Figure 1. Clock routing (run 1).
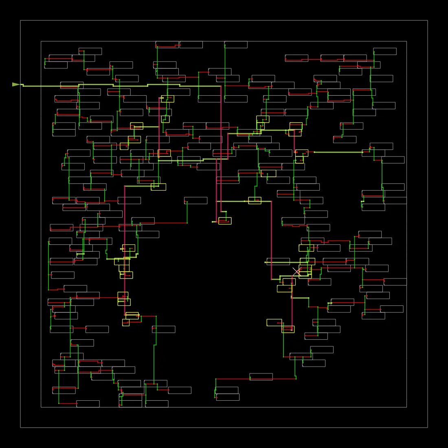
Figure 2. Register map, names as in the netlist (run 1).
Scale bar: 50 um. Other sequential cells in the stronger grey, the rest of the logic in the fainter grey.
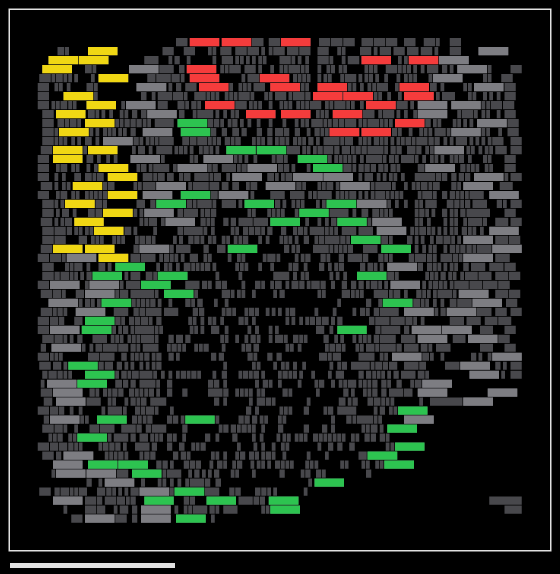
Figure 3. Placed cells, one colour a class (run 1).
Fill, decap, tap and diode cells in grey.
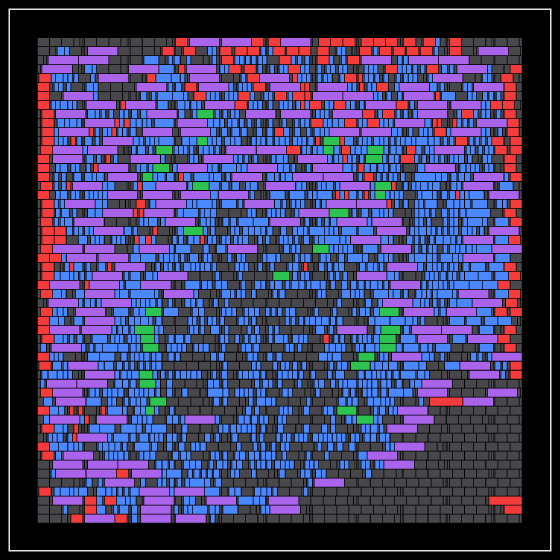
<file path="src/rtl/fmul_stage2.sv">
// rtl/fmul_stage2.sv - single-precision multiply core: shift-add mantissa product, exponent add, normalise
// Special cases arrive pre-resolved from the classifier and bypass the multiplier.
module fmul_stage2 #(
  parameter int EXP_BIAS = 127
) (
  input  logic        clk,
  input  logic        nRESET,
  input  logic        in_valid,
  output logic        in_ready,
  input  logic [7:0]  A_exp,
  input  logic [7:0]  B_exp,
  input  logic [22:0] A_frac,
  input  logic [22:0] B_frac,
  input  logic        sign,
  input  logic        primal,
  input  logic [7:0]  primal_exp,
  input  logic [23:0] primal_frac,
  input  logic        error,
  output logic        out_valid,
  input  logic        out_ready,
  output logic        out_sign,
  output logic [7:0]  out_exp,
  output logic [22:0] out_frac,
  output logic        out_error,
  output logic        out_overflow,
  output logic        out_underflow
);

  typedef enum logic [1:0] {IDLE, MUL, NORM, DONE} state_t;

  state_t      state, state_n;
  logic [47:0] mcand;
  logic [23:0] mplier;
  logic [47:0] acc;
  logic [4:0]  cnt;
  logic [7:0]  a_exp_r, b_exp_r;
  logic        sign_r;

  logic [9:0]  e_raw;
  logic [22:0] norm_frac;
  logic        e_ovf, e_unf;
  logic        unused_primal_lsb;

  // primal_frac carries one guard bit below the packed fraction; it is dropped.
  assign unused_primal_lsb = primal_frac[0];

  // Two's-complement wrap in 10 bits yields the signed exponent directly.
  assign e_raw = {2'b00, a_exp_r} + {2'b00, b_exp_r} - 10'(EXP_BIAS) + {9'd0, acc[47]};
  assign e_ovf = $signed(e_raw) >= 10'sd255;
  assign e_unf = $signed(e_raw) <= 10'sd0;
  assign norm_frac = acc[47] ? acc[46:24] : acc[45:23];

  assign in_ready  = (state == IDLE);
  assign out_valid = (state == DONE);

  always_ff @(posedge clk or negedge nRESET) begin
    if (!nRESET) state <= IDLE;
    else         state <= state_n;
  end

  always_comb begin
    state_n = state;
    case (state)
      IDLE: if (in_valid) state_n = primal ? DONE : MUL;
      MUL:  if (cnt == 5'd23) state_n = NORM;
      NORM: state_n = DONE;
      DONE: if (out_ready) state_n = IDLE;
      default: state_n = IDLE;
    endcase
  end

  always_ff @(posedge clk or negedge nRESET) begin
    if (!nRESET) begin
      mcand         <= '0;
      mplier        <= '0;
      acc           <= '0;
      cnt           <= '0;
      a_exp_r       <= '0;
      b_exp_r       <= '0;
      sign_r        <= 1'b0;
      out_sign      <= 1'b0;
      out_exp       <= '0;
      out_frac      <= '0;
      out_error     <= 1'b0;
      out_overflow  <= 1'b0;
      out_underflow <= 1'b0;
    end else begin
      case (state)
        IDLE: begin
          if (in_valid) begin
            sign_r  <= sign;
            a_exp_r <= A_exp;
            b_exp_r <= B_exp;
            if (primal) begin
              out_sign      <= sign;
              out_exp       <= primal_exp;
              out_frac      <= primal_frac[23:1];
              out_error     <= error;
              out_overflow  <= 1'b0;
              out_underflow <= 1'b0;
            end else begin
              mcand  <= {24'd0, 1'b1, A_frac};
              mplier <= {1'b1, B_frac};
              acc    <= '0;
              cnt    <= '0;
            end
          end
        end
        MUL: begin
          if (mplier[0]) acc <= acc + mcand;
          mcand  <= mcand << 1;
          mplier <= mplier >> 1;
          cnt    <= cnt + 5'd1;
        end
        NORM: begin
          out_sign  <= sign_r;
          out_error <= 1'b0;
          if (e_ovf) begin
            out_exp       <= 8'hFF;
            out_frac      <= '0;
            out_overflow  <= 1'b1;
            out_underflow <= 1'b0;
          end else if (e_unf) begin
            out_exp       <= 8'h00;
            out_frac      <= '0;
            out_overflow  <= 1'b0;
            out_underflow <= 1'b1;
          end else begin
            out_exp       <= e_raw[7:0];
            out_frac      <= norm_frac;
            out_overflow  <= 1'b0;
            out_underflow <= 1'b0;
          end
        end
        default: ;
      endcase
    end
  end

endmodule
</file>
<file path="config.mk">
export PLATFORM = sky130hd
export DESIGN_NAME = fmul_stage2
export DESIGN_NICKNAME = d
export VERILOG_FILES = /design/src/rtl/fmul_stage2.sv
export SDC_FILE = /design/constraint.sdc
export NUM_CORES = 1
export LEC_CHECK = 0
export ABC_AREA = 1
export CAP_MARGIN = 5
export CORE_MARGIN = 8
export CORE_UTILIZATION = 55
export CTS_BUF_LIST = sky130_fd_sc_hd__clkbuf_8
export DETAILED_ROUTE_END_ITERATION = 12
export GPL_TIMING_DRIVEN = 0
export MAX_ROUTING_LAYER = met4
export PLACE_DENSITY = 0.9
export SLEW_MARGIN = 20
export SYNTH_ARGS = -nofsm -noshare
export SYNTH_HDL_FRONTEND = slang
export SYNTH_SLANG_ARGS = --single-unit
</file>
<file path="constraint.sdc">
create_clock -name clk -period 3.64 [get_ports clk]
set_input_delay 0.728 -clock clk [delete_from_list [all_inputs] [get_ports clk]]
set_output_delay 0.728 -clock clk [all_outputs]
set_load 0.05 [all_outputs]
</file>
==> GITHUB_STEP_SUMMARY, run 1 <==
### Yosys + OpenROAD results

| Metric | Value |
|---|---|
| Status | `complete, but fails checks` |
| Failing checks | `DRC` |
| PortBufs | `136` |
| Worst-margin pin slew | `0.730 ns` |
| R2R Setup Slk | `0.28 ns` |
| Critical path's slowest cell | `dfrtp_1` |
| Global-route usage over all layers | `0.276` |
| Commonest cells post-synth | `527 x nand2_1, 255 x nor2_1, 179 x dfrtp_1, 160 x inv_1, 107 x o21ai_0` |
| Min setup slack post-route | `0.277 ns` |
| CTS buffer count | `17` |
| Clock Skew | `0.0271 ns` |
| Register Area | `4480 um2` |
| Violation tally from detailed-route iteration zero | `1,096` |
| Peak supply drop | `0.417 mV` |
| Ant. Diodes | `1` |
| Final ANT Viol Nets | `0` |
| XOR/XNOR Area Share | `0.00220` |
| Grt met3 use | `0.0376` |
| Setup violations, final | `0` |
| Cell Type Count | `48` |
| Setup WS pre-CTS | `0.146 ns` |
| Critical path class | `reg -> reg` |
| Type of origin of the critical path | `flop` |
| Vias | `12,295` |
| Syn-to-layout area delta | `18.6%` |
| Top_reg_cell synth | `dfrtp_1` |
| Crit path capture type | `flop` |
| Grt met1 use | `0.336` |
| Die H | `163 um` |
| Final-report max-slew violation count | `0` |
| Clock latency on the worst-skew pair | `0.51 ns` |
| Comb area | `6590 um2` |
| Origin of the worst setup path | `acc[47]$_DFFE_PN0P_` |
| Hold_buf cts | `0` |
| Adder Share, Synth | `0.0745` |
| Synth Area in Simple Gates | `0.312` |
| Post-synth EDFFs | `0` |
| Worst path max stage delay | `0.45 ns` |
| Crit path DAT | `3.78 ns` |
| DRC viols | `2` |
| Critical path fanouts, max | `10` |
| Non-Clock Buffer Count | `196` |
| Placed wire-length estimate | `28,600 um` |
| Vias per inst | `5.63` |
| Critical Path End | `out_frac[13]$_DFFE_PN0P_` |
| FP Util | `0.555` |
| Total power | `12,000 uW` |
| Tmin final | `3.36 ns` |
| CP Cell Sequence | `clkinvlp_4 -> buf_2 -> ha_1 -> inv_1 -> ha_1 -> fa_1 -> nand2_1 -> nand2_1 -> nand3_1 -> nand2_1 -> nand2_1 -> nand2_1 -> nand2_1 -> nand3_2 -> buf_4 -> nor2_1 -> nor2_1 -> nor2_1` |
Back to the opening pictures, Figure 1:
registers: 179
Layout clock buffers: 18
CTS Sinks: 179

Back to the opening pictures, Figure 2:
| netlist name | colour | sequential cells |
|---|---|---|
| out_frac | red | 23 |
| acc | green | 48 |
| mplier | yellow | 24 |
not coloured: 84
fraction of standard cell area that is sequential: 0.316
final core utilization: 0.658
Flop+latch power: 3270 uW

Back to the opening pictures, Figure 3:
| class | colour | cells |
|---|---|---|
| flip-flops | purple | 179 |
| clock drivers and dummy loads | green | 32 |
| other buffers and delay cells | red | 196 |
| all other logic | blue | 1,497 |
Finished Cell Area: 14,200 um2
Core ar.: 21,600 um2
# rows: 54

-- run 1: report_power, final --
group          total (uW)  switching [uW]  internal, uW
combinational        7240            4870          2370
clock                1470             921           552
sequential           3270             525          2750
total               12000            6310          5670
-- run 1: cells in the final DEF, fill, tap and decap left out, drive strengths merged, types with 24 or more instances in the layout --
cell type | Yosys | layout
nor2 | 260 | 260
nand2 | 530 | 530
a21oi | 101 | 101
o21ai | 113 | 113
dfrtp | 179 | 179
clkbuf | 37 | 54
inv | 168 | 175
a31oi | 24 | 24
o211ai | 25 | 25
clkdlybuf4s50 | 0 | 135
nand3 | 106 | 106
ha | 68 | 68
o22ai | 28 | 28
buf | 19 | 25
-- run 1: layer usage --
metal,vias up,wire (um)
met5,-,0
met4,0,1320
met3,96,1940
met2,454,17500
met1,5756,15300
li1,5989,-
==> run 2, diff against run 1 <==
CORE_ASPECT_RATIO = 1.5   (was unset)
SLEW_MARGIN = 0   (was 20)
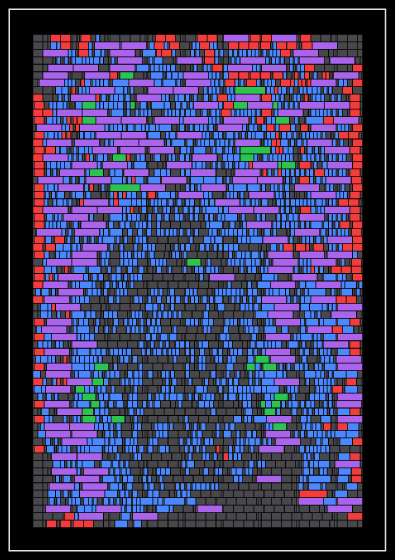
Figure 4: run 2, placed cells, one colour a class.
Fill, decap, tap and diode cells in grey.
| class | colour | cells |
|---|---|---|
| clock drivers and dummy loads | green | 32 |
| flip-flops | purple | 179 |
| all other logic | blue | 1,497 |
| other buffers and delay cells | red | 195 |
fraction of standard cell area that is sequential: 0.317
final core utilization: 0.656

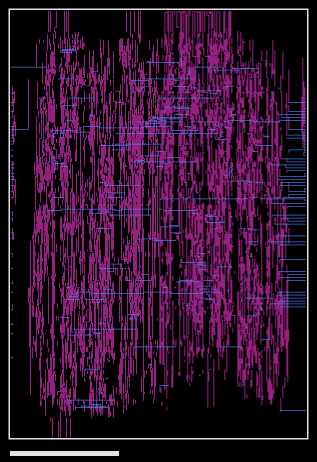
Figure 5: run 2, metal layers overlaid.
Scale bar: 50 um. Two of the layers only.
| layer | colour | wire length |
|---|---|---|
| met2 | magenta | 19,500 um |
| met3 | blue | 1,860 um |
Vias: 12,272
final WL: 38,900 um
Avg WL per Cell: 17.9 um
global-route usage over all layers: 0.303

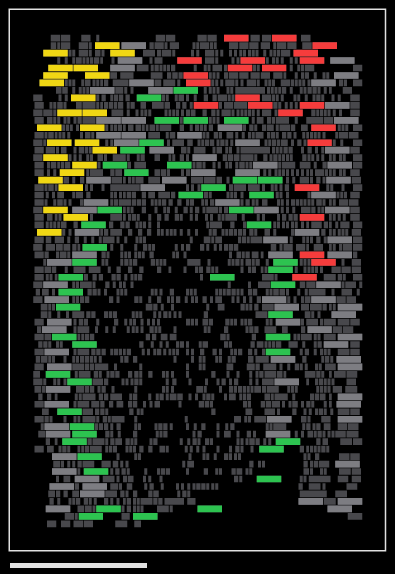
Figure 6: run 2, register map, names as in the netlist.
Scale bar: 50 um. Other sequential cells in the stronger grey, the rest of the logic in the fainter grey.
| netlist name | colour | sequential cells |
|---|---|---|
| acc | green | 48 |
| mplier | yellow | 24 |
| out_frac | red | 23 |
not coloured: 84
Flop+latch power: 3260 uW
Register Area: 4480 um2

==> run 2 against run 1 <==
Worst setup slack lost 0.14 ns; clock power grew 3%; register-to-register slack lost 0.14 ns; the flow now finishes without violations; global-route usage grew 2.7 points.
==> GITHUB_STEP_SUMMARY, run 2 <==
### Yosys + OpenROAD results

| Metric | Value |
|---|---|
| Commonest cells post-synth | `527 x nand2_1, 255 x nor2_1, 179 x dfrtp_1, 160 x inv_1, 107 x o21ai_0` |
| Power Clock | `1520 uW (+3%)` |
| Internal | `5860 uW (+3.4%)` |
| Violation tally from detailed-route iteration zero | `775 (-29%)` |
| Core ar. | `21,600 um2 (unchanged)` |
| Worst path max stage delay | `0.44 ns (about the same)` |
| Final-report max-slew violation count | `0 (unchanged)` |
| Crit path capture type | `flop` |
| Critical path class | `reg -> reg` |
| Final ANT Viol Nets | `0 (unchanged)` |
| Met3 routed WL | `1860 um (-3.9%)` |
| CTS Sinks | `179 (unchanged)` |
| Comb area | `6610 um2 (+0.19%)` |
| Syn-to-layout area delta | `18.3%` |
| # rows | `66 (+22%)` |
| Sw frac | `0.523 (-0.00435)` |
| Sequential Power Share | `0.266 (-0.007)` |
| Top cells excl fill/tap | `527 x nand2_1, 254 x nor2_1, 179 x dfrtp_1` |
| Top_reg_cell synth | `dfrtp_1` |
| Logic power comb | `7490 uW (+3.5%)` |
| Crit path DAT | `3.90 ns (+0.12 ns)` |
| CTS buffer count | `17 (unchanged)` |
| Clock Skew | `0.0215 ns (-0.00559 ns)` |
| Critical path's slowest cell | `dfrtp_1` |
| Grt met1 use | `0.298 (-0.0378)` |
| Layout clock buffers | `18 (unchanged)` |
| Peak supply drop | `0.536 mV (+28%)` |
| Registers | `179 (unchanged)` |
| R2R Setup Slk | `0.13 ns (-0.14 ns)` |
| WL met1 | `14,100 um (-7.6%)` |
| Hold_buf cts | `0 (unchanged)` |
| Commonest Layout Cell | `nand2_1` |
| DRC viols | `0 (-2)` |
| Critical path fanouts, max | `10 (unchanged)` |
| Setup violations, final | `0 (unchanged)` |
| Ant. Diodes | `0 (-1)` |
| Total power | `12,300 uW (+2.4%)` |
| Cell Type Count | `48 (unchanged)` |
| CP Cell Sequence | `clkinvlp_4 -> buf_2 -> ha_1 -> inv_1 -> ha_1 -> fa_2 -> nor2_1 -> nor2_1 -> nor3_1 -> nand3_1 -> nor2_2 -> nand3_4 -> buf_6 -> nand3_1 -> nor2_1 -> nor2_1 -> nor2_1` |
| Status | `completed` |
| Combinational power share | `0.610 (+0.006)` |
| Vias per inst | `5.64 (+0.27%)` |
| Finished Cell Area | `14,100 um2 (-0.20%)` |
| Critical Path End | `out_frac[8]$_DFFE_PN0P_` |
| Type of origin of the critical path | `flop` |
| Non-Clock Buffer Count | `195 (-0.51%)` |
-- run 2: stage by stage --
step	setup TNS [ns]	setup WS, ns
3_3_place_gp	-984.31	-5.52
3_5_place_dp	-0.0976	-0.0298
6_report	0	0.132
2_1_floorplan	0	0.714
5_1_grt	-0.0318	-0.0104
4_1_cts	0	0.00535
-- run 2: cells by family (layout without fill, tap and decap cells) --
kind of cell               after synthesis  count (layout)  synth area share
muxes                                   14              14            0.0132
DFF                                    179             179             0.375
and+or+nand+nor                        925             925             0.312
buffers and inverters                  225             396            0.0737
xor gates and xnor gates                 3               3           0.00220
AOI/OAI and AO/OA                      316             316             0.150
adders and majority gates               70              70            0.0745
-- run 2: timing repair --
item	4_1_cts	5_1_grt
setup endpoints to repair	19	31
pin swaps	0	1
resized	1	5
buffers inserted	0	2
==> run 3, diff against run 2 <==
RECOVER_POWER = 100   (was unset)
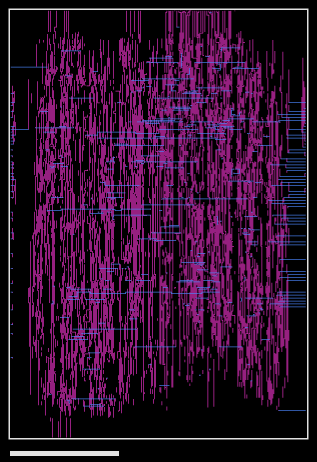
Figure 7: run 3, metal layers overlaid.
Scale bar: 50 um. Two of the layers only.
| layer | colour | wire length |
|---|---|---|
| met2 | magenta | 19,400 um |
| met3 | blue | 1,940 um |
Avg WL per Cell: 17.9 um
final WL: 38,900 um

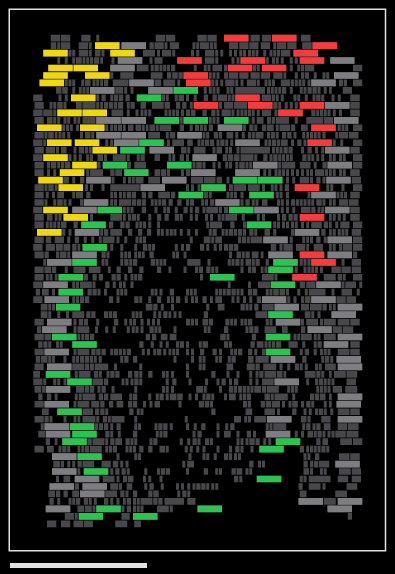
Figure 8: run 3, register map, names as in the netlist.
Scale bar: 50 um. Other sequential cells in the stronger grey, the rest of the logic in the fainter grey.
| netlist name | colour | sequential cells |
|---|---|---|
| acc | green | 48 |
| out_frac | red | 23 |
| mplier | yellow | 24 |
not coloured: 84
fraction of standard cell area that is sequential: 0.318
final core utilization: 0.654

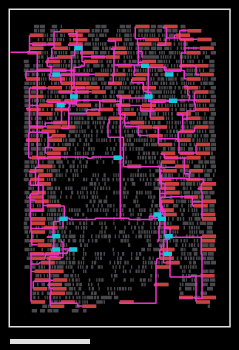
Figure 9: run 3, routed clock nets over the placement.
Scale bar: 50 um.
[clock wires] magenta | length: 2,430 um
[flip-flops] red | count: 179
[cells driving clock nets] cyan | count: 17
flops lie: spread over the die
routed clock nets: 18
Clk network pwr share: 0.126
Power Clock: 1530 uW

==> run 3 against run 2 <==
The flow now finishes with violations (capacitance limit, slew limit); die area did not move; core utilization shrank 0.22 points; cell count is the same; sequential power about the same; via count about the same; sequential share of layout area up 0.11 points; synthesized cell count is the same; critical endpoint unchanged; highest routed layer unchanged.
==> GITHUB_STEP_SUMMARY, run 3 <==
### Yosys + OpenROAD results

| Metric | Value |
|---|---|
| Commonest Layout Cell | `nand2_1` |
| Max cap viols | `2` |
| WL met1 | `14,100 um (-0.33%)` |
| Hold_buf cts | `0 (unchanged)` |
| Clock Skew | `0.0198 ns (-0.00174 ns)` |
| Failing checks | `capacitance limit, slew limit` |
| Setup WS pre-CTS | `-0.0298 ns (unchanged)` |
| Global-route usage over all layers | `0.303 (unchanged)` |
| Peak supply drop | `0.533 mV (-0.57%)` |
| Final-report max-slew violation count | `182 (+182)` |
| Flop+latch power | `3250 uW (about the same)` |
| Grt met1 use | `0.298 (unchanged)` |
| Ant. Diodes | `0 (unchanged)` |
| Combinational power share | `0.607 (-0.003)` |
| Cell Type Count | `48 (unchanged)` |
| CTS Sinks | `179 (unchanged)` |
| Status | `complete, but fails checks` |
| Type of origin of the critical path | `flop` |
| Met3 routed WL | `1940 um (+4.1%)` |
| Worst path max stage delay | `0.44 ns (about the same)` |
[run 3: cell families (layout without fill, tap and decap cells)]
group	Yosys count	after routing	share of synthesized area
AND-OR/OR-AND	316	316	0.150
XOR/XNOR	3	3	0.00220
adder cells (fa/ha/maj)	70	70	0.0745
buffers and inverters	225	396	0.0737
flip-flops	179	179	0.375
multiplexers	14	14	0.0132
AND/OR/NAND/NOR	925	925	0.312
[run 3: cell type report]
cell class,count,area [um2]
Fill cell,1945,7460
Multi-Input combinational cell,1328,6600
Sequential cell,179,4480
Timing Repair Buffer,139,1380
Inverter,169,638
Tap cell,272,340
Clock buffer,18,248
Buffer,56,238
Clock inverter,14,178
Power and IR drop assume default switching activity.
